**src/rtl/wiegand_pkg.sv**
```systemverilog
// -----------------------------------------------------------------------------
// wiegand_pkg
// Shared definitions for the Wiegand transmitter: FSM state encoding and the
// default timing constants (in clk cycles) used as parameter defaults.
// -----------------------------------------------------------------------------
package wiegand_pkg;

  localparam int unsigned DEF_MAX_BITS   = 64;
  localparam int unsigned DEF_PULSE_CYC  = 28;
  localparam int unsigned DEF_PERIOD_CYC = 85;
  localparam int unsigned DEF_GAP_CYC    = 200;

  // Frame sequencing: one PULSE+SPACE pair per bit, GAP after the last bit.
  typedef enum logic [1:0] {
    IDLE  = 2'd0,
    PULSE = 2'd1,
    SPACE = 2'd2,
    GAP   = 2'd3
  } wiegand_state_e;

endpackage : wiegand_pkg

```
**src/rtl/wiegand_bit_timer.sv**
```systemverilog
// -----------------------------------------------------------------------------
// wiegand_bit_timer
// Per-bit phase counter. While enabled it counts 0..PERIOD_CYC-1 and wraps;
// it flags the last cycle of the low pulse and the last cycle of the period.
// Disabled, the counter is held at 0 so the first enabled cycle is phase 0.
//
// Ports
//   clk            : clock, rising edge
//   rst            : synchronous active-high reset
//   en_i           : count enable (a bit is being transmitted)
//   pulse_end_c_o  : combinational, last cycle of the low pulse
//   period_end_c_o : combinational, last cycle of the bit period
// -----------------------------------------------------------------------------
module wiegand_bit_timer
  import wiegand_pkg::*;
#(
  parameter int unsigned PULSE_CYC  = DEF_PULSE_CYC,
  parameter int unsigned PERIOD_CYC = DEF_PERIOD_CYC
) (
  input  logic clk,
  input  logic rst,
  input  logic en_i,
  output logic pulse_end_c_o,
  output logic period_end_c_o
);

  localparam int unsigned CW = (PERIOD_CYC > 1) ? $clog2(PERIOD_CYC) : 1;

  if (!(PULSE_CYC >= 1 && PULSE_CYC < PERIOD_CYC)) begin : g_bad_timing
    $error("wiegand_bit_timer: need 1 <= PULSE_CYC < PERIOD_CYC");
  end

  logic [CW-1:0] cnt_q, cnt_d;

  // Strobes
  always_comb begin
    pulse_end_c_o  = en_i && (cnt_q == CW'(PULSE_CYC - 1));
    period_end_c_o = en_i && (cnt_q == CW'(PERIOD_CYC - 1));
  end

  // Next phase: wrap at period end, park at 0 when disabled
  always_comb begin
    cnt_d = '0;
    if (en_i && !period_end_c_o) begin
      cnt_d = cnt_q + CW'(1);
    end
  end

  always_ff @(posedge clk) begin
    if (rst) begin
      cnt_q <= '0;
    end else begin
      cnt_q <= cnt_d;
    end
  end

endmodule : wiegand_bit_timer

```
**src/rtl/wiegand_tx.sv**
```systemverilog
// -----------------------------------------------------------------------------
// wiegand_tx
// Wiegand frame transmitter. A request (start while not busy) latches nbits
// and data; bits are then sent MSB-first (bit nbits-1 first) as low pulses on
// DATA0 (bit 0) or DATA1 (bit 1), followed by an idle gap, then done pulses.
// Requests with nbits = 0 or nbits > MAX_BITS are rejected with an err pulse.
//
// Build option: define WIEGAND_PARITY_EN to frame the payload with a leading
// even parity bit (upper ceil(n/2) bits) and a trailing odd parity bit
// (lower floor(n/2) bits), giving nbits+2 transmitted bits.
//
// Ports
//   clk   : clock, rising edge
//   rst   : synchronous active-high reset
//   start : frame request
//   nbits : payload bit count, $clog2(MAX_BITS+1) bits
//   data  : payload, MAX_BITS bits, bit nbits-1 sent first
//   d0    : DATA0 line, idle high, low pulse for a 0 bit (registered)
//   d1    : DATA1 line, idle high, low pulse for a 1 bit (registered)
//   busy  : frame or gap in progress (registered)
//   done  : one-cycle frame-complete pulse (registered)
//   err   : one-cycle rejected-request pulse (registered)
// -----------------------------------------------------------------------------
module wiegand_tx
  import wiegand_pkg::*;
#(
  parameter int unsigned MAX_BITS   = DEF_MAX_BITS,
  parameter int unsigned PULSE_CYC  = DEF_PULSE_CYC,
  parameter int unsigned PERIOD_CYC = DEF_PERIOD_CYC,
  parameter int unsigned GAP_CYC    = DEF_GAP_CYC
) (
  input  logic                          clk,
  input  logic                          rst,
  input  logic                          start,
  input  logic [$clog2(MAX_BITS+1)-1:0] nbits,
  input  logic [MAX_BITS-1:0]           data,
  output logic                          d0,
  output logic                          d1,
  output logic                          busy,
  output logic                          done,
  output logic                          err
);

  localparam int unsigned NBW = $clog2(MAX_BITS + 1);
`ifdef WIEGAND_PARITY_EN
  localparam int unsigned XB  = 2;
`else
  localparam int unsigned XB  = 0;
`endif
  localparam int unsigned FW  = MAX_BITS + XB;
  localparam int unsigned IW  = $clog2(FW + 1);
  localparam int unsigned GW  = $clog2(GAP_CYC + 1);

  if (GAP_CYC < 1) begin : g_bad_gap
    $error("wiegand_tx: need GAP_CYC >= 1");
  end

  wiegand_state_e  state_q, state_d;
  logic [FW-1:0]   sr_q, sr_d;
  logic [IW-1:0]   idx_q, idx_d;
  logic [IW-1:0]   last_q, last_d;
  logic [GW-1:0]   gap_q, gap_d;
  logic            d0_q, d0_d;
  logic            d1_q, d1_d;
  logic            busy_q, busy_d;
  logic            done_q, done_d;
  logic            err_q, err_d;

  logic            tmr_en_c;
  logic            pulse_end_c;
  logic            period_end_c;
  logic            req_bad_c;
  logic [NBW-1:0]  pad_c;
  logic [MAX_BITS-1:0] payload_c;
  logic [FW-1:0]   frame_c;
  logic [FW-1:0]   sr_shift_c;

  wiegand_bit_timer #(
    .PULSE_CYC  (PULSE_CYC),
    .PERIOD_CYC (PERIOD_CYC)
  ) u_timer (
    .clk            (clk),
    .rst            (rst),
    .en_i           (tmr_en_c),
    .pulse_end_c_o  (pulse_end_c),
    .period_end_c_o (period_end_c)
  );

  // Timer runs only while bits are on the wire
  always_comb begin
    tmr_en_c = (state_q == PULSE) || (state_q == SPACE);
  end

  // Request validation and left-aligned payload (first bit at the MSB)
  always_comb begin
    req_bad_c = (nbits == '0) || (nbits > NBW'(MAX_BITS));
    pad_c     = NBW'(MAX_BITS) - nbits;
    payload_c = data << pad_c;
  end

`ifdef WIEGAND_PARITY_EN
  logic par_hi_c;
  logic par_lo_c;

  // Upper half is bits [n-1 : n/2], lower half is bits [n/2-1 : 0]
  always_comb begin
    par_hi_c = 1'b0;
    par_lo_c = 1'b0;
    for (int unsigned i = 0; i < MAX_BITS; i++) begin
      if (i < 32'(nbits)) begin
        if (i >= 32'(nbits >> 1)) begin
          par_hi_c = par_hi_c ^ data[i];
        end else begin
          par_lo_c = par_lo_c ^ data[i];
        end
      end
    end
  end

  // Even parity on top, payload, then odd parity just below the payload
  always_comb begin
    frame_c = {par_hi_c, payload_c, 1'b0} | (FW'(~par_lo_c) << pad_c);
  end
`else
  always_comb begin
    frame_c = payload_c;
  end
`endif

  always_comb begin
    sr_shift_c = sr_q << 1;
  end

  // Next-state and output logic
  always_comb begin
    state_d = state_q;
    sr_d    = sr_q;
    idx_d   = idx_q;
    last_d  = last_q;
    gap_d   = gap_q;
    d0_d    = d0_q;
    d1_d    = d1_q;
    busy_d  = busy_q;
    done_d  = 1'b0;
    err_d   = 1'b0;

    unique case (state_q)
      IDLE: begin
        d0_d   = 1'b1;
        d1_d   = 1'b1;
        busy_d = 1'b0;
        if (start) begin
          if (req_bad_c) begin
            err_d = 1'b1;
          end else begin
            state_d = PULSE;
            busy_d  = 1'b1;
            sr_d    = frame_c;
            idx_d   = '0;
            last_d  = IW'(nbits) + IW'(XB) - IW'(1);
            d0_d    = frame_c[FW-1];
            d1_d    = ~frame_c[FW-1];
          end
        end
      end

      PULSE: begin
        if (pulse_end_c) begin
          state_d = SPACE;
          d0_d    = 1'b1;
          d1_d    = 1'b1;
        end
      end

      SPACE: begin
        d0_d = 1'b1;
        d1_d = 1'b1;
        if (period_end_c) begin
          if (idx_q == last_q) begin
            state_d = GAP;
            gap_d   = '0;
          end else begin
            state_d = PULSE;
            idx_d   = idx_q + IW'(1);
            sr_d    = sr_shift_c;
            d0_d    = sr_shift_c[FW-1];
            d1_d    = ~sr_shift_c[FW-1];
          end
        end
      end

      GAP: begin
        d0_d = 1'b1;
        d1_d = 1'b1;
        if (gap_q == GW'(GAP_CYC - 1)) begin
          state_d = IDLE;
          gap_d   = '0;
          busy_d  = 1'b0;
          done_d  = 1'b1;
        end else begin
          gap_d = gap_q + GW'(1);
        end
      end

      default: begin
        state_d = IDLE;
        d0_d    = 1'b1;
        d1_d    = 1'b1;
        busy_d  = 1'b0;
      end
    endcase
  end

  // State and output registers
  always_ff @(posedge clk) begin
    if (rst) begin
      state_q <= IDLE;
      sr_q    <= '0;
      idx_q   <= '0;
      last_q  <= '0;
      gap_q   <= '0;
      d0_q    <= 1'b1;
      d1_q    <= 1'b1;
      busy_q  <= 1'b0;
      done_q  <= 1'b0;
      err_q   <= 1'b0;
    end else begin
      state_q <= state_d;
      sr_q    <= sr_d;
      idx_q   <= idx_d;
      last_q  <= last_d;
      gap_q   <= gap_d;
      d0_q    <= d0_d;
      d1_q    <= d1_d;
      busy_q  <= busy_d;
      done_q  <= done_d;
      err_q   <= err_d;
    end
  end

  always_comb begin
    d0   = d0_q;
    d1   = d1_q;
    busy = busy_q;
    done = done_q;
    err  = err_q;
  end

endmodule : wiegand_tx
```
**config.mk**
```make
export PLATFORM = sky130hd
export DESIGN_NAME = wiegand_tx
export DESIGN_NICKNAME = d
export VERILOG_FILES = /design/src/rtl/wiegand_pkg.sv /design/src/rtl/wiegand_bit_timer.sv /design/src/rtl/wiegand_tx.sv
export SDC_FILE = /design/constraint.sdc
export NUM_CORES = 1
export LEC_CHECK = 0
export CAP_MARGIN = 0
export CORE_AREA = 8 8 200 202
export DETAILED_ROUTE_END_ITERATION = 6
export DIE_AREA = 0 0 208 210
export DONT_BUFFER_PORTS = 1
export GPL_ROUTABILITY_DRIVEN = 0
export PLACE_DENSITY = 0.36
export SLEW_MARGIN = 0
export SYNTH_ARGS = -nofsm -noshare
export SYNTH_HDL_FRONTEND = slang
export SYNTH_SLANG_ARGS = --single-unit
export TNS_END_PERCENT = 10
```
**constraint.sdc**
```tcl
create_clock -name clk -period 4.1 [get_ports clk]
set_clock_uncertainty 0.05 [all_clocks]
set_input_delay 0.41 -clock clk [delete_from_list [all_inputs] [get_ports clk]]
set_output_delay 0.41 -clock clk [all_outputs]
set_load 0.1 [all_outputs]
```
**Run 1: signal wires on met1**

Scale: 2 px per um.
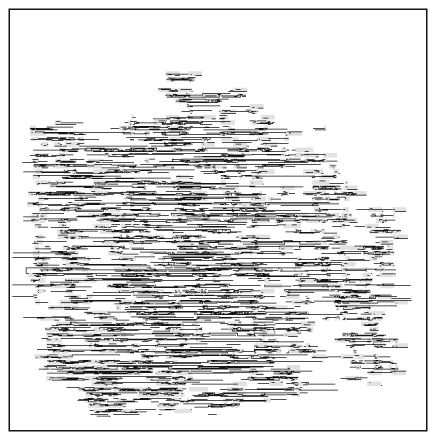
longest straight run = 60.7 um
main direction = horizontal
share of all routed wire = 47%
nets with wire on the layer = 996
wire length on this layer = 16,300 um

**Run 1: met2 routing**

Scale: 2 px per um.
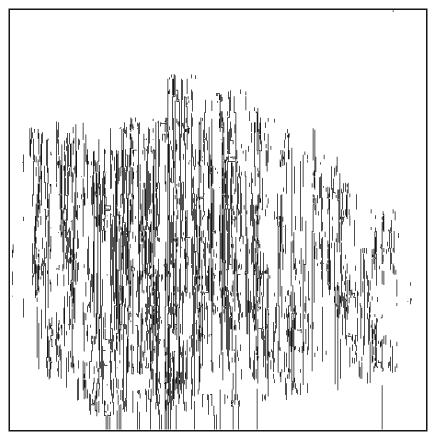
wire length on this layer = 15,900 um
share of all routed wire = 46%
main direction = vertical
nets with wire on the layer = 860
final wirelength: 34.8 mm
detailed-route via count: 8,004

==> flow_metrics.py, run 1 <==
# Metrics from the implementation run
metrics = {
    "status": {
        "status": "complete, no violations",
    },
    "timing": {
        "worst_slew_pin_slew_ns": 1.03,
        "setup_violations": 0,
        "period_used_share": 0.722,
        "timing.fmax_mhz": 338,
        "slew_headroom": 0.313,
        "hold_viol_final": 0,
        "final.setup.tns_ns": 0,
        "min_period_ns": 2.96,
        "maxSlewViolCount": 0,
        "holdWs_ns": 0.0804,
        "fin_ws_ns": 1.14,
        "rsz0062_at_grt": "no",
    },
    "synth": {
        "synth-edff-count": 0,
        "syn_avg_cell_area_um2": 8.92,
        "largest_area_cell": "dfxtp_1",
        "ys_ff": 99,
        "syn_inst": 1015,
        "yosys_warnings": 0,
        "top_cell_area_share": 0.219,
        "yosysUniqueCellTypes": 69,
        "synth_top_cell_by_count": "nor2_1",
        "yosysChipArea_um2": 9050,
        "common_cells": "122 x nor2_1, 99 x dfxtp_1, 79 x mux2i_1",
        "area_leaders": "dfxtp_1 22%, mux4_2 15%, mux2i_1 8.7%",
        "yosysCellCount": 1015,
        "ff_type": "dfxtp_1",
        "fp_nets": 1098,
        "ys_seq_frac": 0.219,
        "syn_area_um2": 9050,
        "async_flop_share": 0,
    },
    "grt": {
        "grt_max_degree": 65,
        "grt_pass1_wl_mm": 53.3,
        "grt_overflow_total": 0,
        "grt_pass1_vias": 8033,
        "track_usage": 0.156,
        "antenna_found_initial": 0,
    },
    "floorplan": {
        "die_h_um": 210,
        "die-width_um": 208,
        "core_area_um2": 37000,
        "fp_util": 0.245,
        "dieArea_um2": 43700,
        "ios": 79,
        "num_rows": 71,
    },
    "finish": {
        "final_cell_mix": "122 x nor2_1, 99 x dfxtp_1, 79 x mux2i_1",
        "largest_reg_flops": 63,
        "final_cells": 1448,
        "drive_gt1_frac": 0.213,
        "largest_register": "sr_q",
        "lay_top_count": "nor2_1",
        "reg_top3": "sr_q (63), gap_q (8)",
        "fin_util": 0.268,
        "fin_area_um2": 9900,
        "nFillCells": 4034,
        "diodes": 0,
        "syn_to_final_growth_pct": 9.33,
        "fin_nets": 1052,
    },
    "setup_path": {
        "startpoint_type": "input pin",
        "end_kind": "flop",
        "cp_slowest_stage_delay_ns": 0.53,
        "crit_slowest_cell": "ha_4",
        "cp.required_ns": 4.27,
        "path_common_cell": "mux2_2",
        "crit_end": "sr_q[45]",
        "cp_cell_sequence": "inv_1 > ha_4 > buf_12 > mux2_2 > mux2_2 > mux4_2 > and2_0 > o21ai_0 > a311oi_1",
        "r2r-start": "state_q[0]",
        "r2r_slack_ns": 1.23,
        "r2r-end": "sr_q[60]",
        "worst-path-max-fanout": 32,
        "ff2ff_path_depth": 7,
        "critPathArrivalTime_ns": 3.13,
        "setup.worst_path.start": "nbits[1]",
        "worstSetupPathType": "input pin to flop",
    },
    "min_path": {
        "hold_depth": 1,
        "min_to": "busy",
        "hold_start": "rst",
        "hold_class": "input pin to flop",
    },
    "clock_tree": {
        "cts_inserted_buffers": 9,
        "post_cts_resized": 0,
        "post_cts_buffers": 0,
        "tritoncts": "built",
        "cts_root_buf": "clkbuf_16",
        "clk_latency_ns": 0.36,
        "clk_path_buf_depth": 2,
        "clkSlewWorstSetupHoldPaths_ns": 0.08,
        "hold_buffers": 0,
        "h-tree-depth": 3,
        "cts_sinks": 99,
    },
    "flow_run": {
        "warnings": 30,
        "cap_viol_max_count": 0,
    },
    "place": {
        "port_buffers": 0,
        "pre_cts_slack_ns": 0.780,
        "place_area_um2": 9590,
        "dpl.hpwl_mm": 26.5,
        "placed_cells": 1432,
    },
    "power": {
        "ir_drop_v": 0.000183,
        "leakagePower_nw": 3.30,
        "p_per_area_nw_per_um2": 430,
        "total_power_mw": 4.26,
    },
    "drt": {
        "drt_iter0_markers": 695,
        "dr.pass1.iters": 5,
        "drtAntennaViolNets": 0,
        "drc_errors": 0,
        "avgViaCountPerCell": 5.53,
        "wl_per_cell_um": 24.0,
    },
}
**Run 1: met3 routing**

Scale: 1.5 px per um.
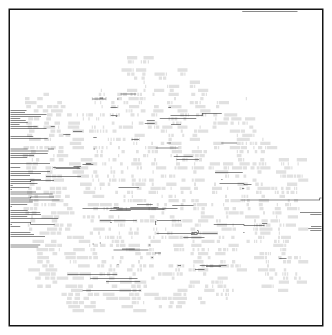
longest straight run = 63.0 um
main direction = horizontal
share of all routed wire = 5.0%
wire length on this layer = 1,740 um

**Run 1: M4 wires**

Scale: 1.5 px per um.
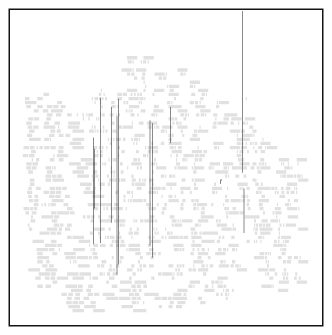
longest straight run = 110 um
share of all routed wire = 2.4%
main direction = vertical
nets with wire on the layer = 11
wire length on this layer = 835 um

==> run 1: where the power goes <==
| part | leakage [nW] | total [mW] | switching (mW) | internal, mW |
|---|---|---|---|---|
| Clock | 0.145 | 0.921 | 0.436 | 0.486 |
| Sequential | 0.809 | 1.40 | 0.229 | 1.17 |
| Combinational | 2.34 | 1.93 | 1.15 | 0.786 |
| Total | 3.30 | 4.26 | 1.81 | 2.45 |
==> run 1: kinds of logic (layout without fill, tap and decap cells) <==
family | after synthesis | in the layout | synth area share
XOR/XNOR | 26 | 26 | 0.0260
buffers and inverters | 119 | 78 | 0.0622
adder cells (fa/ha/maj) | 9 | 9 | 0.0124
AND/OR/NAND/NOR | 296 | 296 | 0.153
flip-flops | 99 | 99 | 0.219
AND-OR/OR-AND | 257 | 257 | 0.202
multiplexers | 209 | 209 | 0.325
==> run 1: final cells by class <==
class / instances / area [um^2] / share of cell area
clock buffer: 9 / 225 / 0.0228
sequential: 99 / 1980 / 0.200
multi-input combinational: 797 / 6570 / 0.664
clock inverter: 7 / 82.6 / 0.00834
tap: 474 / 593 / 0.0599
timing repair buffer: 39 / 355 / 0.0359
inverter: 23 / 86.3 / 0.00872
==> run 1: critical path: cells and delay by family <==
kind,cells,cell delay [ns]
multiplexers,3,1.22
adder cells (fa/ha/maj),1,0.53
AND-OR/OR-AND,2,0.46
AND/OR/NAND/NOR,1,0.17
buffers and inverters,2,0.30
==> run 1: routing by layer <==
metal / track usage / vias to the layer above / part of all wire
met5: 0 / - / 0
met4: 0.0492 / 0 / 0.024
met3: 0.0272 / 25 / 0.050
met2: 0.249 / 192 / 0.46
met1: 0.214 / 3986 / 0.47
li1: - / 3801 / -
==> run 1 -> run 2 <==
--- a/config.mk
+++ b/config.mk
@@ -11,7 +11,7 @@
 export DIE_AREA = 0 0 208 210
 export DONT_BUFFER_PORTS = 1
 export GPL_ROUTABILITY_DRIVEN = 0
-export PLACE_DENSITY = 0.36
+export PLACE_DENSITY = 0.37
 export SLEW_MARGIN = 0
 export SYNTH_ARGS = -nofsm -noshare
 export SYNTH_HDL_FRONTEND = slang
==> constraint.sdc (replaced) <==
create_clock -name clk -period 2.5 [get_ports clk]
set_clock_uncertainty 0.05 [all_clocks]
set_input_delay 0.25 -clock clk [delete_from_list [all_inputs] [get_ports clk]]
set_output_delay 0.25 -clock clk [all_outputs]
set_load 0.1 [all_outputs]
==> flow_metrics.py, run 2 <==
# Metrics from the implementation run
metrics = {
    "status": {
        "status": "complete, no violations",
    },
    "synth": {
        "syn_avg_cell_area_um2": 8.92,
        "synth-adder-area-share": 0.0124,
        "area_leaders": "dfxtp_1 22%, mux4_2 15%, mux2i_1 8.7%",
        "common_cells": "122 x nor2_1, 99 x dfxtp_1, 79 x mux2i_1",
        "ys_ff": 99,
        "yosys_warnings": 0,
        "synth-simple-area-share": 0.153,
        "yosysUniqueCellTypes": 69,
        "mux_share": 0.325,
        "ys_seq_frac": 0.219,
        "fp_nets": 1098,
        "largest_area_cell": "dfxtp_1",
        "top_cell_area_share": 0.219,
        "yosysChipArea_um2": 9050,
        "synthTopLogicFamily": "multiplexers",
        "syn_area_um2": 9050,
        "synthAoiAreaFrac": 0.202,
        "async_flop_share": 0,
        "xor_share": 0.0260,
        "syn_inst": 1015,
        "synth_top_cell_by_count": "nor2_1",
        "yosysCellCount": 1015,
        "ff_type": "dfxtp_1",
        "synth-edff-count": 0,
    },
    "grt": {
        "grt_pass1_wl_mm": 54.2,
        "grt_overflow_total": 0,
        "antenna_found_initial": 0,
        "grt_max_degree": 60,
        "grt_pass1_vias": 8571,
    },
    "clock_tree": {
        "cts_inserted_buffers": 9,
        "tritoncts": "built",
        "clk_path_buf_depth": 2,
        "cts_sinks": 99,
        "clk_latency_ns": 0.36,
        "cts_root_buf": "clkbuf_16",
        "h-tree-depth": 3,
        "clkSlewWorstSetupHoldPaths_ns": 0.07,
    },
    "timing": {
        "min_period_ns": 2.42,
        "rsz0062_at_grt": "yes",
        "hold_viol_final": 0,
        "worst_slew_pin_slew_ns": 0.597,
        "period_used_share": 0.969,
        "timing.fmax_mhz": 413,
        "setup_violations": 0,
        "maxSlewViolCount": 0,
        "slew_headroom": 0.591,
    },
    "power": {
        "p_clk_mw": 1.42,
        "internal-power_mw": 4.46,
        "power_leader": "combinational logic",
        "pwr-share-clk": 0.190,
        "total_power_mw": 7.47,
        "power_frac_comb": 0.523,
        "switching_share": 0.403,
        "p_per_area_nw_per_um2": 657,
        "seq_cell_power_mw": 2.14,
        "p_seq_frac": 0.286,
        "combinationalPower_mw": 3.91,
        "leakagePower_nw": 4.20,
        "ir_drop_v": 0.000347,
        "p_switching_mw": 3.01,
    },
    "setup_path": {
        "cp.required_ns": 2.68,
        "startpoint_type": "input pin",
        "worst-path-max-fanout": 19,
        "ff2ff_path_depth": 7,
        "r2r-end": "state_q[1]",
        "r2r_slack_ns": 0.17,
        "crit_end": "d0",
        "end_kind": "flop",
        "r2r-start": "gap_q[0]",
        "setup.worst_path.start": "nbits[1]",
        "worstSetupPathType": "input pin to flop",
        "critPathArrivalTime_ns": 2.60,
    },
    "drt": {
        "dr.pass1.iters": 5,
        "drc_errors": 0,
        "drt_iter0_markers": 663,
        "drtAntennaViolNets": 0,
        "vias": 8523,
        "wl_per_cell_um": 21.9,
        "avgViaCountPerCell": 5.30,
        "drt-total-wl_mm": 35.2,
    },
    "place": {
        "place_area_um2": 11000,
        "placed_cells": 1591,
        "port_buffers": 0,
        "dpl.hpwl_mm": 28.3,
    },
    "floorplan": {
        "num_rows": 71,
        "core_area_um2": 37000,
        "die-width_um": 208,
        "fp_util": 0.245,
        "die_h_um": 210,
        "dieArea_um2": 43700,
        "ios": 79,
    },
    "finish": {
        "lay_top_count": "buf_4",
        "final_cell_mix": "181 x buf_4, 121 x nor2_1, 99 x dfxtp_1",
        "comb_area_um2": 6690,
        "drive_gt1_frac": 0.327,
        "fin_area_um2": 11400,
        "fin_nets": 1213,
        "syn_to_final_growth_pct": 25.6,
        "final_cells": 1608,
        "largest_reg_flops": 63,
        "diodes": 0,
        "reg_top3": "sr_q (63), gap_q (8)",
        "register_area_um2": 1980,
        "nFillCells": 3921,
        "largest_register": "sr_q",
    },
    "flow_run": {
        "cap_viol_max_count": 0,
        "warnings": 32,
    },
    "min_path": {
        "hold_class": "input pin to flop",
        "hold_start": "rst",
        "hold_depth": 3,
        "min_to": "d1",
    },
}
## run 2: final cells by class
type / count / area share
multi-input cells: 797 / 0.589
flip-flops and latches: 99 / 0.174
repair buffers: 200 / 0.152
well taps: 474 / 0.0522
clock buffers: 11 / 0.0205
inverters: 23 / 0.00782
clock inverters: 4 / 0.00462
## run 2: through the flow
stage                     hold WS (ns)  utilization  worst slack [ns]  setup TNS, ns
after global routing             0.140        0.308           -0.0171        -0.0171
after detailed placement         0.300        0.298            -0.407          -9.35
after floorplan                  0.380            -            -0.330         -14.08
after CTS                        0.127        0.307            0.0587              0
after global placement           0.297        0.298            -0.362          -8.67
final                            0.129        0.308            0.0776              0
## run 2: critical path, stage by stage
cell     delay [ns]
inv_1          0.04
ha_4           0.39
buf_12         0.20
buf_4          0.13
mux2_2         0.33
mux4_2         0.55
nor3_1         0.17
nor4_1         0.09
buf_4          0.16
mux2i_1        0.14
o21ai_0        0.11
## run 2: timing repair
item / in CTS / in global routing
hold endpoints to repair: 58 / 0
resized: 2 / 4
gates cloned: 0 / 0
buffers inserted: 0 / 0
hold buffers: 2 / 0
endpoints found under the setup margin: 1 / 5
## run 2: cells by family after synthesis
group / count (synthesis)
and+or+nand+nor: 296
AOI/OAI and AO/OA: 257
muxes: 209
buffers and inverters: 119
DFF: 99
xor gates and xnor gates: 26
adders and majority gates: 9
## run 2: routing by layer
| metal | part of all wire | global-route usage |
|---|---|---|
| met1 | 0.46 | 0.209 |
| met2 | 0.46 | 0.257 |
| met3 | 0.045 | 0.0247 |
| met4 | 0.031 | 0.0612 |
| met5 | 0 | 0 |
**Run 2: routing congestion map**

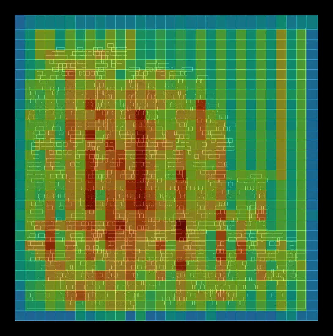
All-Layer GR Usage: 0.158
GRT Max-Usage Layer: met2
met3 usage in global routing: 0.0247

**Run 2: signal wires on met1**

Scale: 2 px per um.
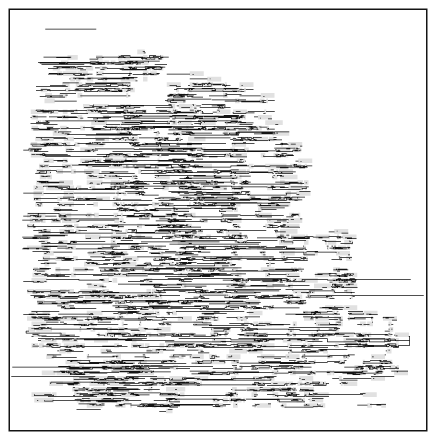
longest straight run = 56.6 um
nets with wire on the layer = 1,162
wire length on this layer = 16,200 um
share of all routed wire = 46%
main direction = horizontal

Power and IR drop assume default switching activity.
